--- src/rtl/packetgen_flow_scheduler.sv ---
// Rate scheduler for the multi-flow packet generator: per-flow fixed-point token-bucket credit,
// round-robin pick among eligible flows, one grant outstanding to the frame builder at a time.
module packetgen_flow_scheduler #(
   parameter int unsigned N_FLOWS      = 4,
   parameter int unsigned SIZE_WIDTH   = 11,
   parameter int unsigned RATE_WIDTH   = 16,
   parameter int unsigned FRAC_BITS    = 8,
   parameter int unsigned CREDIT_WIDTH = 32,
   parameter int unsigned FLOW_W       = (N_FLOWS > 1) ? $clog2(N_FLOWS) : 1
) (
   input  logic                           clk,
   input  logic                           rst_n,
   input  logic [N_FLOWS-1:0]             cfg_enable,
   input  logic [N_FLOWS*RATE_WIDTH-1:0]  cfg_rate,
   input  logic [N_FLOWS*SIZE_WIDTH-1:0]  cfg_size,
   output logic                           grant_valid,
   input  logic                           grant_ready,
   output logic [FLOW_W-1:0]              grant_flow,
   output logic [SIZE_WIDTH-1:0]          grant_size,
   output logic [31:0]                    grant_count,
   output logic [N_FLOWS-1:0]             eligible
);

   typedef enum logic [0:0] {StIdle, StGrant} state_e;

   state_e                               state_q;
   logic [N_FLOWS-1:0][CREDIT_WIDTH-1:0] credit_q, credit_d, cost;
   logic [N_FLOWS-1:0][SIZE_WIDTH-1:0]   size_arr;
   logic [N_FLOWS-1:0][RATE_WIDTH-1:0]   rate_arr;
   logic [N_FLOWS-1:0]                   enabled, elig, search;
   logic [CREDIT_WIDTH-1:0]              cost_latched_q;
   logic [FLOW_W-1:0]                    last_grant_q, winner;
   logic                                 found, accept;

   assign accept = grant_valid && grant_ready;

   always_comb begin
      for (int i = 0; i < N_FLOWS; i++) begin
         size_arr[i] = cfg_size[i*SIZE_WIDTH +: SIZE_WIDTH];
         rate_arr[i] = cfg_rate[i*RATE_WIDTH +: RATE_WIDTH];
         cost[i]     = '0;
         cost[i][FRAC_BITS +: SIZE_WIDTH] = size_arr[i];
         enabled[i]  = cfg_enable[i] && (size_arr[i] != '0);
         elig[i]     = enabled[i] && (credit_q[i] >= cost[i]);
      end
   end

   // One extra bit absorbs the add; the clamp-to-zero branch only guards a flow that was
   // disabled and re-enabled while its grant was still pending.
   always_comb begin
      logic [CREDIT_WIDTH:0] sum, ded, diff;
      sum  = '0;
      ded  = '0;
      diff = '0;
      for (int i = 0; i < N_FLOWS; i++) begin
         sum  = {1'b0, credit_q[i]} + (CREDIT_WIDTH+1)'(rate_arr[i]);
         ded  = (accept && (grant_flow == FLOW_W'(i))) ? {1'b0, cost_latched_q} : '0;
         diff = sum - ded;
         if (!enabled[i] || (sum < ded)) begin
            credit_d[i] = '0;
         end else if (diff[CREDIT_WIDTH]) begin
            credit_d[i] = '1;
         end else begin
            credit_d[i] = diff[CREDIT_WIDTH-1:0];
         end
      end
   end

   always_comb begin
      int unsigned idx;
      search = elig;
      if (state_q == StGrant) begin
         search[grant_flow] = 1'b0;
      end
      found  = 1'b0;
      winner = '0;
      idx    = 0;
      for (int unsigned k = 0; k < N_FLOWS; k++) begin
         idx = 32'(last_grant_q) + 32'd1 + k;
         if (idx >= N_FLOWS) begin
            idx = idx - N_FLOWS;
         end
         if (!found && search[idx[FLOW_W-1:0]]) begin
            found  = 1'b1;
            winner = idx[FLOW_W-1:0];
         end
      end
   end

   always_ff @(posedge clk or negedge rst_n) begin
      if (!rst_n) begin
         credit_q <= '0;
         eligible <= '0;
      end else begin
         credit_q <= credit_d;
         eligible <= elig;
      end
   end

   always_ff @(posedge clk or negedge rst_n) begin
      if (!rst_n) begin
         state_q        <= StIdle;
         grant_valid    <= 1'b0;
         grant_flow     <= '0;
         grant_size     <= '0;
         cost_latched_q <= '0;
         last_grant_q   <= FLOW_W'(N_FLOWS - 1);
         grant_count    <= '0;
      end else begin
         unique case (state_q)
            StIdle: begin
               if (found) begin
                  grant_flow     <= winner;
                  grant_size     <= size_arr[winner];
                  cost_latched_q <= cost[winner];
                  grant_valid    <= 1'b1;
                  state_q        <= StGrant;
               end
            end
            StGrant: begin
               if (grant_ready) begin
                  grant_valid  <= 1'b0;
                  last_grant_q <= grant_flow;
                  grant_count  <= grant_count + 32'd1;
                  state_q      <= StIdle;
               end
            end
            default: state_q <= StIdle;
         endcase
      end
   end

endmodule

--- config.mk ---
export PLATFORM = sky130hd
export DESIGN_NAME = packetgen_flow_scheduler
export DESIGN_NICKNAME = d
export VERILOG_FILES = /design/src/rtl/packetgen_flow_scheduler.sv
export SDC_FILE = /design/constraint.sdc
export NUM_CORES = 1
export LEC_CHECK = 0
export ABC_AREA = 0
export CELL_PAD_IN_SITES_DETAIL_PLACEMENT = 0
export CELL_PAD_IN_SITES_GLOBAL_PLACEMENT = 1
export CORE_UTILIZATION = 50
export DETAILED_ROUTE_END_ITERATION = 8
export DONT_BUFFER_PORTS = 1
export PLACE_DENSITY_LB_ADDON = 0.1
export SYNTH_ARGS = -nofsm -noshare
export SYNTH_HDL_FRONTEND = slang
export SYNTH_SLANG_ARGS = --single-unit
export TNS_END_PERCENT = 10
--- constraint.sdc ---
create_clock -name clk -period 13.1 [get_ports clk]
set_input_delay 2.62 -clock clk [delete_from_list [all_inputs] [get_ports clk]]
set_output_delay 2.62 -clock clk [all_outputs]
set_load 0.01 [all_outputs]
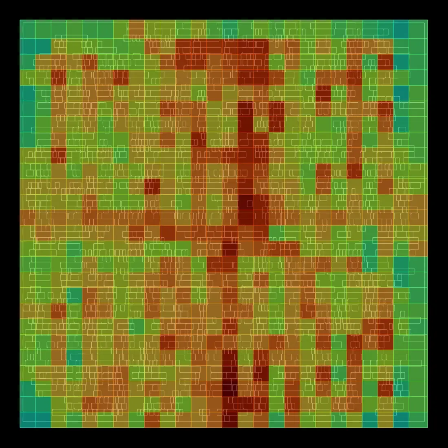
Fig. 1. Congestion heat map.
met2 usage in global routing: 0.4474
post-DR wirelength/cell: 19.44 um
busiest metal layer after global routing: met2

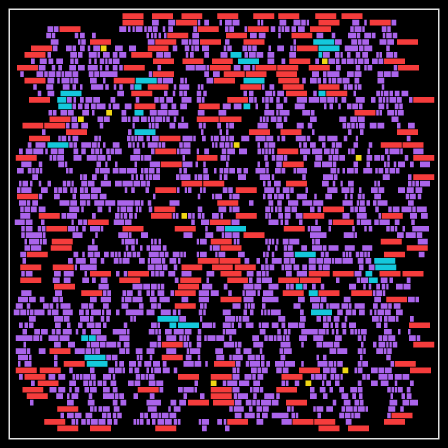
Fig. 2. Placement by cell class.
Purple shows combinational and other logic, cells 1657, share of their area 68%. Yellow shows other buffers and delay cells, cells 10, share of their area 0.46%. Red shows flops, cells 181, share of their area 28%. Cyan shows clock drivers and dummy loads, cells 32, share of their area 3.5%.

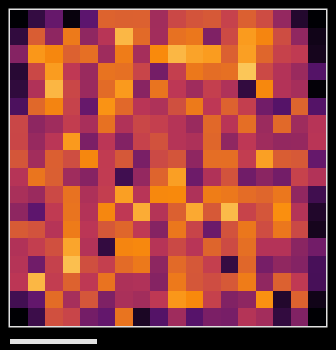
Fig. 3. Placement density heat map.
Bar = 50 um. The die is cut into 18 by 18 equal tiles; black is low, pale yellow is high, 0 to 100% covered.
The mean over all tiles is 50%. The densest ninth of the die: top middle. 7.7% of the tiles are over 75% full. 1.5% of the tiles are nearly empty. The fullest tile reaches 88%.

==> run notes <==
This note records the results obtained with Yosys and OpenROAD.

Run status
The run finished with clean final reports.

Route
Summed over all nets, wire length on met2 after detailed routing comes to 20210 um. The detailed-route DRC error count is 0.

Pwr
Summed over the clock group, the power is 521 uW. For the combinational group, total power comes out at 2880 uW. The power report puts the leakage power at 0.007426 uW. The power per cell area is 261.7 nW/um^2. Power comes to 4427 uW. The sequential power reported by the tool is 1030 uW.

Worst hold path
The worst-case hold path end point is last_grant_q[1]. The type of the worst min-delay path is register to register.

Floorplan
According to the tapcell log, the count of inserted taps is 402. According to the floorplan report, the placeable core area is 31470 sq um. The I/O pin total is 165.

Final layout
The sequential fraction of total cell area is 0.2679. Multi-input logic gates represent a cell area share of 0.6433. Per the layout report, the design carries 18 clock buffers.

The non-filler instance count after layout is 2282. The commonest non-fill, non-tap cell in the layout is a21oi_1. The register with the most flip-flops in the layout has 128 of them. Non-clock buffers in the final layout number 10.

Synth
Counting the warning lines in the Yosys log gives 0. Yosys mapped the design onto 85 distinct sky130hd cell types. The commonest cells after synthesis are a21oi_1 (221), nand2_1 (188), dfrtp_1 (179), ha_1 (153), xnor2_1 (136). The number of cells in Yosys stat is 1892.

The register area share after synthesis is 0.2836. The total standard cell area after synthesis is 15980 sq um. Summed over all instances, the cell type with the most area after synthesis is dfrtp_1.

Post-synth the commonest register cell is dfrtp_1. Yosys reports the multiplexer fraction of the synthesized area as 0.02028. Counting every net in the synthesized netlist gives 2168. The synthesis report gives the async set-or-reset register share as 1.000.

The Yosys chip area is 15980 sq um.

Critical path
Per the OpenROAD timing report, the critical path contains 20 cells. The delay of the slowest cell on the worst path is 0.60 ns. The worst flop-to-flop path endpoint is credit_q[25].

Traced cell by cell, the critical path runs through ha_1 > fa_1 > a211oi_1 > o21ai_0 > a21boi_0 > xnor2_1 > ha_1 > inv_1 > fa_1 > a21o_1 > a21oi_1 > o21ai_0 > o41ai_1 > o21a_1 > nand2_1 > nor4b_2 > a31oi_1 > a21oi_2 > buf_4 > a21oi_1. The data arrival time reported for the critical path is 7.93 ns. The termination of the worst setup path is credit_q[25]. The critical path's slowest stage uses the library cell a21oi_2.

Clocking
The clock latency reported for the late side of the worst-skew pair is 0.47 ns. The cell resize tally after clock tree synthesis is 0. The number of clock sinks came to 181.

Final timing
The setup skew after layout is 0.01602 ns.

Global route
Entering global routing, the biggest net connects 182 pins. The total global routing overflow is 0. The global routing report lists met3 layer usage as 0.06612. In the global route stage, overall resource usage came out at 0.2792. The number of antenna violations at the first check in global routing is 0.
Power figures rest on the tool's default switching activity, not on a simulated workload.
